[src/rtl/regs_wb_arbiter.sv]
// Writeback arbiter for the single regfile write port, plus a busy scoreboard for decode stalls.
// Define WB_RR_EN for round-robin arbitration; otherwise fixed priority with starvation promotion.
module regs_wb_arbiter #(
   parameter int unsigned NREQ       = 3,
   parameter int unsigned XLEN       = 64,
   parameter int unsigned STARVE_MAX = 4
) (
   input  logic                 clk,
   input  logic                 rst,
   input  logic [NREQ-1:0]      req_valid_i,
   output logic [NREQ-1:0]      req_ready_o,
   input  logic [NREQ*5-1:0]    req_waddr_i,
   input  logic [NREQ*XLEN-1:0] req_wdata_i,
   output logic [4:0]           reg_waddr_o,
   output logic [XLEN-1:0]      reg_wdata_o,
   output logic                 reg_wen_o,
   input  logic                 issue_i,
   input  logic [4:0]           issue_rd_i,
   input  logic [4:0]           rs1_raddr_i,
   input  logic [4:0]           rs2_raddr_i,
   output logic                 hazard_o
);

   localparam int unsigned PW = (NREQ > 1) ? $clog2(NREQ) : 1;

   logic [NREQ-1:0] valid_m;
   logic [NREQ-1:0] grant;
   logic            grant_any;
   logic [PW-1:0]   grant_idx;

   // No requester can be granted while reset is asserted.
   assign valid_m = rst ? req_valid_i : '0;

`ifdef WB_RR_EN
   logic [PW-1:0] rr_ptr_q, rr_ptr_d;

   always_comb begin
      grant     = '0;
      grant_any = 1'b0;
      grant_idx = '0;
      for (int unsigned k = 0; k < NREQ; k++) begin
         automatic int unsigned idx = (32'(rr_ptr_q) + k) % NREQ;
         if (!grant_any && valid_m[idx]) begin
            grant_any = 1'b1;
            grant_idx = PW'(idx);
         end
      end
      if (grant_any) begin
         grant[grant_idx] = 1'b1;
      end
   end

   always_comb begin
      rr_ptr_d = rr_ptr_q;
      if (grant_any) begin
         rr_ptr_d = (32'(grant_idx) == NREQ - 1) ? '0 : grant_idx + PW'(1);
      end
   end

   always_ff @(posedge clk or negedge rst) begin
      if (!rst) begin
         rr_ptr_q <= '0;
      end else begin
         rr_ptr_q <= rr_ptr_d;
      end
   end
`else
   localparam int unsigned CW = 4;

   logic [NREQ-1:0][CW-1:0] starve_q, starve_d;
   logic [NREQ-1:0]         promoted;

   always_comb begin
      promoted = '0;
      for (int unsigned i = 0; i < NREQ; i++) begin
         promoted[i] = valid_m[i] && (starve_q[i] == CW'(STARVE_MAX));
      end
   end

   // A starved requester pre-empts plain priority; lowest index wins within each class.
   always_comb begin
      grant     = '0;
      grant_any = 1'b0;
      grant_idx = '0;
      for (int unsigned i = 0; i < NREQ; i++) begin
         if (!grant_any && promoted[i]) begin
            grant_any = 1'b1;
            grant_idx = PW'(i);
         end
      end
      for (int unsigned i = 0; i < NREQ; i++) begin
         if (!grant_any && valid_m[i]) begin
            grant_any = 1'b1;
            grant_idx = PW'(i);
         end
      end
      if (grant_any) begin
         grant[grant_idx] = 1'b1;
      end
   end

   always_comb begin
      starve_d = '0;
      for (int unsigned i = 0; i < NREQ; i++) begin
         if (valid_m[i] && !grant[i]) begin
            starve_d[i] = (starve_q[i] == CW'(STARVE_MAX)) ? starve_q[i] : starve_q[i] + CW'(1);
         end
      end
   end

   always_ff @(posedge clk or negedge rst) begin
      if (!rst) begin
         starve_q <= '0;
      end else begin
         starve_q <= starve_d;
      end
   end
`endif

   assign req_ready_o = grant;

   logic [4:0]      sel_addr;
   logic [XLEN-1:0] sel_data;

   always_comb begin
      sel_addr = '0;
      sel_data = '0;
      for (int unsigned i = 0; i < NREQ; i++) begin
         if (grant[i]) begin
            sel_addr = req_waddr_i[i*5 +: 5];
            sel_data = req_wdata_i[i*XLEN +: XLEN];
         end
      end
   end

   logic            wen_q, wen_d;
   logic [4:0]      waddr_q, waddr_d;
   logic [XLEN-1:0] wdata_q, wdata_d;

   // x0 writes are accepted but never enable the port.
   always_comb begin
      wen_d   = grant_any && (sel_addr != '0);
      waddr_d = grant_any ? sel_addr : waddr_q;
      wdata_d = grant_any ? sel_data : wdata_q;
   end

   always_ff @(posedge clk or negedge rst) begin
      if (!rst) begin
         wen_q   <= 1'b0;
         waddr_q <= '0;
         wdata_q <= '0;
      end else begin
         wen_q   <= wen_d;
         waddr_q <= waddr_d;
         wdata_q <= wdata_d;
      end
   end

   assign reg_wen_o   = wen_q;
   assign reg_waddr_o = waddr_q;
   assign reg_wdata_o = wdata_q;

   logic [31:0] busy_q, busy_d;

   // Set after clear so a new writer in flight keeps the register busy.
   always_comb begin
      busy_d = busy_q;
      if (wen_q) begin
         busy_d[waddr_q] = 1'b0;
      end
      if (issue_i && (issue_rd_i != '0)) begin
         busy_d[issue_rd_i] = 1'b1;
      end
      busy_d[0] = 1'b0;
   end

   always_ff @(posedge clk or negedge rst) begin
      if (!rst) begin
         busy_q <= '0;
      end else begin
         busy_q <= busy_d;
      end
   end

   logic haz_rs1, haz_rs2;

   // The regfile bypasses the write on the port this cycle, so that register is not a hazard.
   always_comb begin
      haz_rs1 = (rs1_raddr_i != '0) && busy_q[rs1_raddr_i] && !(wen_q && (waddr_q == rs1_raddr_i));
      haz_rs2 = (rs2_raddr_i != '0) && busy_q[rs2_raddr_i] && !(wen_q && (waddr_q == rs2_raddr_i));
   end

   assign hazard_o = haz_rs1 || haz_rs2;

endmodule
[config.mk]
export PLATFORM = sky130hd
export DESIGN_NAME = regs_wb_arbiter
export DESIGN_NICKNAME = d
export VERILOG_FILES = /design/src/rtl/regs_wb_arbiter.sv
export SDC_FILE = /design/constraint.sdc
export NUM_CORES = 1
export LEC_CHECK = 0
export ABC_AREA = 1
export CAP_MARGIN = 20
export CORE_UTILIZATION = 30
export DETAILED_ROUTE_END_ITERATION = 7
export GPL_TIMING_DRIVEN = 0
export PLACE_DENSITY = 0.73
export SLEW_MARGIN = 15
export SYNTH_ARGS = -nofsm -noshare
export SYNTH_HDL_FRONTEND = slang
export SYNTH_SLANG_ARGS = --single-unit
export TNS_END_PERCENT = 20
[constraint.sdc]
create_clock -name clk -period 2.3 [get_ports clk]
set_clock_uncertainty 0.1 [all_clocks]
set_input_delay 0.345 -clock clk [delete_from_list [all_inputs] [get_ports clk]]
set_output_delay 0.345 -clock clk [all_outputs]
set_load 0.1 [all_outputs]
==> out/summary.log, run 1 <==
INFO  outcome        failed_checks=negative setup slack
INFO  power_and_ir_drop p_clk_frac=0.306
INFO  power_and_ir_drop internal_power=0.00529W
INFO  worst_setup_path arrival=1.88ns
INFO  final_layout   final_layout_top_logic_cell=nand2_1
INFO  power_and_ir_drop sequentialPowerShare=0.304
INFO  clock_network  clock_insertion_delay_worst_skew=0.42ns
INFO  power_and_ir_drop irDropWorstVdd=0.000459V
INFO  power_and_ir_drop power.net_switching=0.00400W
INFO  placed_design  finalWeightedCongestion=0.932
INFO  timing         timing.final.hold_violations=0
INFO  clock_network  cts_tree=yes
INFO  clock_network  cts.path.max_buffers=2
INFO  routing        final_antenna_net_count=0
INFO  clock_network  numClockSinks=113
INFO  timing         final_period_minus_worst_setup_slack=2.32ns
INFO  clock_network  clock_transition_time_at_the_flip_flop_clock_pins_of_the_worst_setup_and_hold_paths=0.06ns
INFO  synthesis      ys_sh_aoi=0.115
INFO  placed_design  numPlacedInstances=1380
INFO  routing        via_count=7225
INFO  floorplan      floorplan.core_util=0.310
INFO  worst_hold_path hp-class=flip-flop to flip-flop
INFO  synthesis      synthTopLogicFamily=simple AND/OR/NAND/NOR gates
INFO  worst_setup_path timing_worst_setup_path_type=flip-flop to output port
INFO  power_and_ir_drop total_leakage_power=4.73nW
INFO  worst_setup_path required_time_at_the_worst_slack_endpoint=1.86ns
INFO  final_layout   most_numerous_logic_cells_after_layout=nand2_1 (240), clkdlybuf4s50_1 (220), dfrtp_1 (108)
INFO  clock_network  ctsRootBufferMaster=clkbuf_16
INFO  floorplan      chip_area=22600µm²
INFO  synthesis      synth.yosys.seq_area_share=0.429
INFO  grt            global_route_usage_over_all_layers=0.233
INFO  placed_design  post-dp-hpwl=19.4mm
INFO  final_layout   fin_nets=1386
INFO  grt            grt_first_pass_wirelength=39.4mm
INFO  clock_network  post_cts.repair.setup_buffers=14
INFO  placed_design  area_after_detailed_placement=9990µm²
INFO  outcome        run_status=complete, but fails checks
INFO  routing        routed_wire_length_per_instance=18.2µm
INFO  timing         setup_viol_count_final=3
INFO  clock_network  cts_hold_repair.buffers=7
INFO  routing        detail_route.iter0.violations=402
INFO  floorplan      ios=302
INFO  timing         timing.final.max_slew_violations=0
INFO  synthesis      syn_area=6590µm²
INFO  grt            grt_pass1_vias=7186
INFO  power_and_ir_drop p_sw_frac=0.430
INFO  synthesis      ys_sh_simple=0.365
INFO  grt            grt_remaining_overflow=0
INFO  final_layout   layout_cells_excl_fill=1441
INFO  routing        route.met2.wl=13.0mm
INFO  power_and_ir_drop comb_power_share=0.390
INFO  synthesis      ys_warn_count=0
INFO  routing        top_layer=met5
INFO  clock_network  post_cts_resize_count=159
INFO  grt            grt_antenna_before_repair=2
INFO  routing        detail_route.wirelength.met1=10.4mm
INFO  clock_network  numCtsBuffers=17
INFO  grt            grt_max_degree=40
INFO  synthesis      synth.avg_cell_area=8.21µm²
INFO  routing        drc=0
INFO  routing        vias_per_cell=5.01
INFO  synthesis      synth.yosys.chip_area=6590µm²
INFO  final_layout   final_layout_size_suffix_gt1_frac=0.203
INFO  worst_setup_path setup.worst_path.end_class=output port
INFO  synthesis      synth_cell_type_count=41
INFO  timing         setup_slack_of_the_critical_path_after_layout=-0.0229ns
## run 1: registers in the layout (all words and copies together), names as in the netlist
register     count
reg_wdata_o     64
reg_waddr_o      5
busy_q          31
reg_wen_o        1
starve_q        12
## run 1: layout make-up
type	count	area, µm²
plain buffers	34	319
flip-flops and latches	113	2830
multi-input cells	606	3380
well taps	275	344
fillers	1980	10300
diodes	1	2.50
repair buffers	331	3290
clock inverters	15	198
inverters	49	204
clock buffers	17	425
## run 1: critical path, stage by stage (launching register included)
cell and delay, ns:
dfrtp_1 0.39, inv_2 0.08, ha_4 0.14, nand2_2 0.07, nor2_4 0.12, nand2_4 0.08
nand2_2 0.06, nand2_2 0.07, nand3_4 0.12, inv_8 0.04, buf_8 0.12, buf_12 0.16
## run 1: synth_stat cells (all sizes together)
cell type | count | area, µm²
a211oi | 1 | 7.51
a21oi | 27 | 135
a221oi | 3 | 26.3
and3 | 1 | 6.26
buf | 24 | 219
clkbuf | 9 | 33.8
clkinv | 1 | 3.75
dfrtp | 113 | 2830
dlymetal6s2s | 2 | 25.0
ha | 6 | 75.1
inv | 48 | 188
nand2 | 302 | 1280
nand3 | 58 | 313
nand3b | 1 | 7.51
nand4 | 67 | 669
nor2 | 26 | 110
nor3 | 2 | 15.0
o2111ai | 2 | 17.5
o211ai | 7 | 52.6
o21ai | 85 | 437
o21bai | 4 | 30.0
o221ai | 1 | 8.76
o22ai | 4 | 25.0
o31ai | 1 | 7.51
o32ai | 1 | 8.76
xnor2 | 3 | 26.3
xor2 | 4 | 35.0
## run 1: power groups by stage
stage / sequential [W] / combinational, W / clock (W)
floorplan: 0.00416 / 0.00103 / 0
global placement: 0.00285 / 0.00361 / 0
detailed placement: 0.00285 / 0.00365 / 0
CTS: 0.00282 / 0.00362 / 0.00288
global route: 0.00288 / 0.00387 / 0.00296
finish: 0.00283 / 0.00363 / 0.00284
## run 1: worst paths after layout
kind | startpoint | end | slack [ns] | cells past startpoint
setup / recovery | starve_q[9] | req_ready_o[1] | -0.02 | 11
hold / removal | reg_wdata_o[26] | reg_wdata_o[26] | 0.40 | 2
setup reg to reg | starve_q[9] | reg_waddr_o[0] | 0.13 | 11
hold reg to reg | reg_wdata_o[26] | reg_wdata_o[26] | 0.40 | 2
max in group asynchronous | rst | reg_waddr_o[4] | 1.30 | 5
min in group asynchronous | rst | busy_q[24] | 0.45 | 4
## run 1: cell families (layout without fill, tap and decap cells)
group / Yosys count / in the layout
and+or+nand+nor: 457 / 457
other: 0 / 1
DFF: 113 / 113
adders and majority gates: 6 / 6
AOI/OAI and AO/OA: 136 / 136
buffers and inverters: 84 / 446
xor gates and xnor gates: 7 / 7
## run 1: layer usage
metal  GRT usage  vias up
li1            -     3433
met1       0.289     3385
met2       0.390      348
met3      0.0615       57
met4      0.0843        2
met5           0        -
## run 1: per-stage QoR
stage / utilization / worst slack [ns] / setup TNS, ns
3_5_place_dp: 0.469 / -1.46 / -33.19
2_1_floorplan: - / 0.0343 / 0
5_1_grt: 0.517 / -0.101 / -0.309
4_1_cts: 0.514 / -0.0562 / -0.119
3_3_place_gp: 0.468 / -5.68 / -854.13
6_report: 0.517 / -0.0229 / -0.0470
==> run_1/io_placement.png <==
(3 px per µm) Pins as bars across the die edge, other pins in gray.
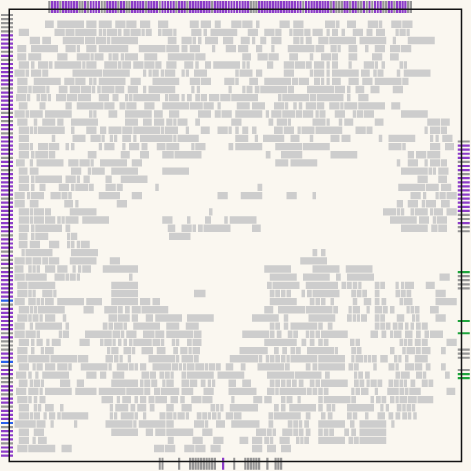
[blue] `req_ready_o` | pins: 3 | direction: output | edge: left
[purple] `req_wdata_i` | pins: 192 | direction: input | edge: 99 top, 76 left, 16 right, 1 bottom
[green] `rs1_raddr_i` | pins: 5 | direction: input | edge: right
all pins by edge: 132 top, 109 left, 36 right, 25 bottom
die outline width: 150 µm
y dimension of the die: 150 µm
quantity of I/O buffers inserted on ports: 301

==> run_1/io_fan.png <==
(2 px per µm)
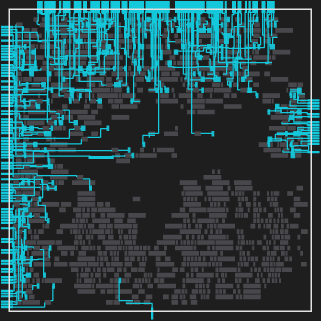
[cyan] `req_wdata_i` | bits: 192 | direction: input | end cells: 192 | wire: 5040 µm

==> run_1/placement.png <==
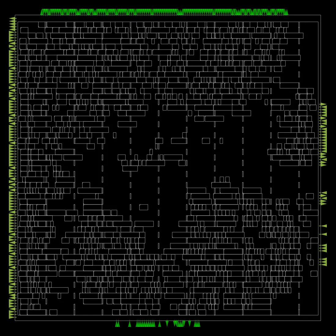
fraction of standard cell area that is sequential: 0.258
placeable core region: 21300 µm²
final cell utilization of the core: 0.517
tap cells: 275
count of standard-cell rows: 53

==> run_1/sizes.png <==
(3 px per µm)
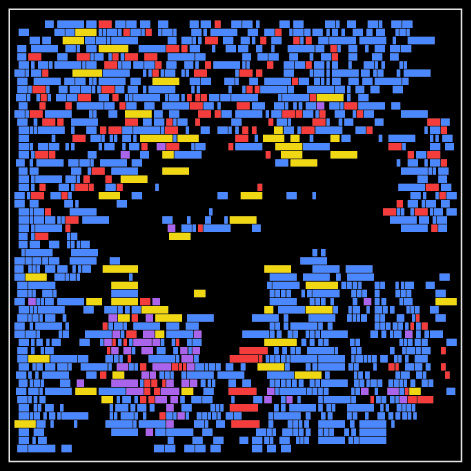
[yellow] _6 and larger | cells: 49 | share: 4.2% | most used: clkbuf_16
[red] _2 cells | cells: 142 | share: 12% | most used: nand2_2
[blue] _0 and _1 cells | cells: 928 | share: 80% | most used: nand2_1
[purple] _3 and _4 cells | cells: 46 | share: 3.9% | most used: buf_4
number of non-clock buffers in the layout: 365
setup slack of the critical path after layout: -0.0229 ns
post-route cell area: 11000 µm²
area growth from synthesis to layout: 66.8%

==> run 2, diff against run 1 <==
--- a/config.mk
+++ b/config.mk
@@ -7,7 +7,9 @@
 export LEC_CHECK = 0
 export ABC_AREA = 1
 export CAP_MARGIN = 20
+export CORE_MARGIN = 2
 export CORE_UTILIZATION = 30
+export CTS_BUF_LIST = sky130_fd_sc_hd__clkbuf_4
 export DETAILED_ROUTE_END_ITERATION = 7
 export GPL_TIMING_DRIVEN = 0
 export PLACE_DENSITY = 0.73
==> run_2/sizes.png <==
(3 px per µm)
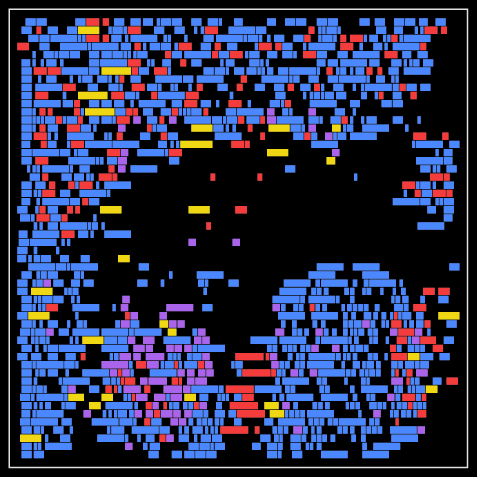
[yellow] _6 and larger | cells: 28 | share: 2.4% | most used: buf_12
[red] _2 cells | cells: 165 | share: 14% | most used: nand2_2
[blue] _0 and _1 cells | cells: 902 | share: 76% | most used: nand2_1
[purple] _3 and _4 cells | cells: 90 | share: 7.6% | most used: buf_4

==> run 2 against run 1 <==
Effect of this change: the run still ends with negative setup slack left; cell count rose by 1.8%; synthesized cell count did not move; count of clock-buffer cells in the layout did not move; power fell by 14%; critical endpoint unchanged.
==> out/summary.log, run 2 <==
INFO  synthesis      post_synth_main_area_contributors=dfrtp_1 (43%), nand2_1 (14%), nand4_2 (7.6%)
INFO  power_and_ir_drop irDropWorstVdd=0.000383V [-16%]
INFO  placed_design  port_buffers=301 [unchanged]
INFO  placed_design  finalWeightedCongestion=0.922 [-1.1%]
INFO  final_layout   post-route-util=0.502 [-0.0150]
INFO  worst_setup_path timing.reg2reg.worst_path_depth=16 [+5]
INFO  routing        drc=0 [unchanged]
INFO  timing         timing.final.max_slew_violations=0 [unchanged]
INFO  routing        final_antenna_net_count=0 [unchanged]
INFO  timing         timing.setup.tns=-0.421ns [-0.374 ns]
INFO  timing         setup_slack_of_the_critical_path_after_layout=-0.138ns [-0.115 ns]
INFO  worst_hold_path worst_hold_path.num_cells=4 [+2]
INFO  routing        vias_per_cell=5.01 [about the same]
INFO  grt            grt_antenna_before_repair=3 [+1]
INFO  timing         timing.final.hold_violations=0 [unchanged]
INFO  final_layout   syn_to_final_growth=65.0%
INFO  routing        routed_wire_length_per_instance=18.2µm [about the same]
INFO  floorplan      ios=302 [unchanged]
INFO  worst_setup_path arrival=1.99ns [+0.11 ns]
INFO  synthesis      ys_sh_aoi=0.115 [unchanged]
INFO  synthesis      synthTopLogicFamily=simple AND/OR/NAND/NOR gates
INFO  synthesis      synth-main-ff-cell=dfrtp_1
INFO  final_layout   final_layout_size_suffix_gt1_frac=0.239 [+0.0354]
INFO  worst_setup_path required_time_at_the_worst_slack_endpoint=1.86ns [about the same]
INFO  outcome        failed_checks=negative setup slack
INFO  placed_design  post-place-ws=-1.57ns [-0.108 ns]
INFO  synthesis      yosys-top-cells-count=nand2_1 (244), dfrtp_1 (113), o21ai_0 (84)
INFO  outcome        run_status=complete, but fails checks
INFO  clock_network  ctsRootBufferMaster=clkbuf_4
INFO  synthesis      top_area_cell=dfrtp_1
INFO  grt            grt_first_pass_wirelength=41.0mm [+4.0%]
INFO  synthesis      ys_warn_count=0 [unchanged]
INFO  worst_setup_path setup.worst_path.end_class=output port
INFO  floorplan      floorplan.core_util=0.304 [-0.00574]
INFO  final_layout   most_numerous_logic_cells_after_layout=nand2_1 (236), clkdlybuf4s50_1 (221), dfrtp_1 (107)
INFO  worst_hold_path hp-class=input port to flip-flop
INFO  timing         setup_viol_count_final=4 [+1]
INFO  grt            grt_max_degree=58 [+45%]
==> run 2: power by group <==
group	internal [W]	switching [W]
clock	0.000545	0.000902
sequential	0.00246	0.000355
combinational	0.00117	0.00260
total	0.00418	0.00386
==> run 2: cell type report <==
class,count,area share
timing repair buffer,351,0.315
inverter,49,0.0190
sequential,113,0.261
clock buffer,17,0.0117
tap,280,0.0322
antenna,2,0.000460
clock inverter,15,0.0123
multi-input combinational,606,0.319
buffer,34,0.0296
==> run 2: per-stage QoR <==
step	total power [W]	hold WS [ns]	cells
global placement	0.00644	0.377	1384
global route	0.00843	0.150	1467
floorplan	0.00518	-0.0506	803
CTS	0.00795	0.136	1447
detailed placement	0.00650	0.276	1385
finish	0.00804	0.178	1467
==> run 2: metal layers <==
layer,wire (µm),global-route usage,part of all wire
met5,13,0,0.00049
met4,767,0.0832,0.029
met1,10600,0.270,0.40
met3,2060,0.0611,0.077
met2,13300,0.389,0.50
==> run 2: final timing paths <==
check / to / slack [ns] / from
worst max-delay path: req_ready_o[1] / -0.14 / starve_q[8]
worst max register to register: reg_wen_o / 0.06 / starve_q[8]
min in group asynchronous: reg_wdata_o[9] / 0.32 / rst
worst min-delay path: starve_q[1] / 0.18 / rst
worst min register to register: reg_wdata_o[25] / 0.41 / reg_wdata_o[25]
max in group asynchronous: busy_q[25] / 1.34 / rst
==> run 2: critical path: cells and delay by family (launching register included) <==
kind	cells	cell delay, ns
AND/OR/NAND/NOR	6	0.48
flip-flops	1	0.43
buffers and inverters	4	0.41
adder cells (fa/ha/maj)	1	0.15
==> run 2: what timing repair did <==
item	CTS	global route
hold buffers	4	0
pin swaps	11	14
endpoints found under the setup margin	109	65
buffers inserted	27	18
gates resized	189	67
hold endpoints to repair	113	0
==> run 2: cell families after synthesis <==
family	count (synthesis)
compound gates	136
simple gates	457
fa+ha+maj	6
buf+inv	84
flops	113
xor+xnor	7
No activity file was given, so power comes from the tool's default toggle rates.
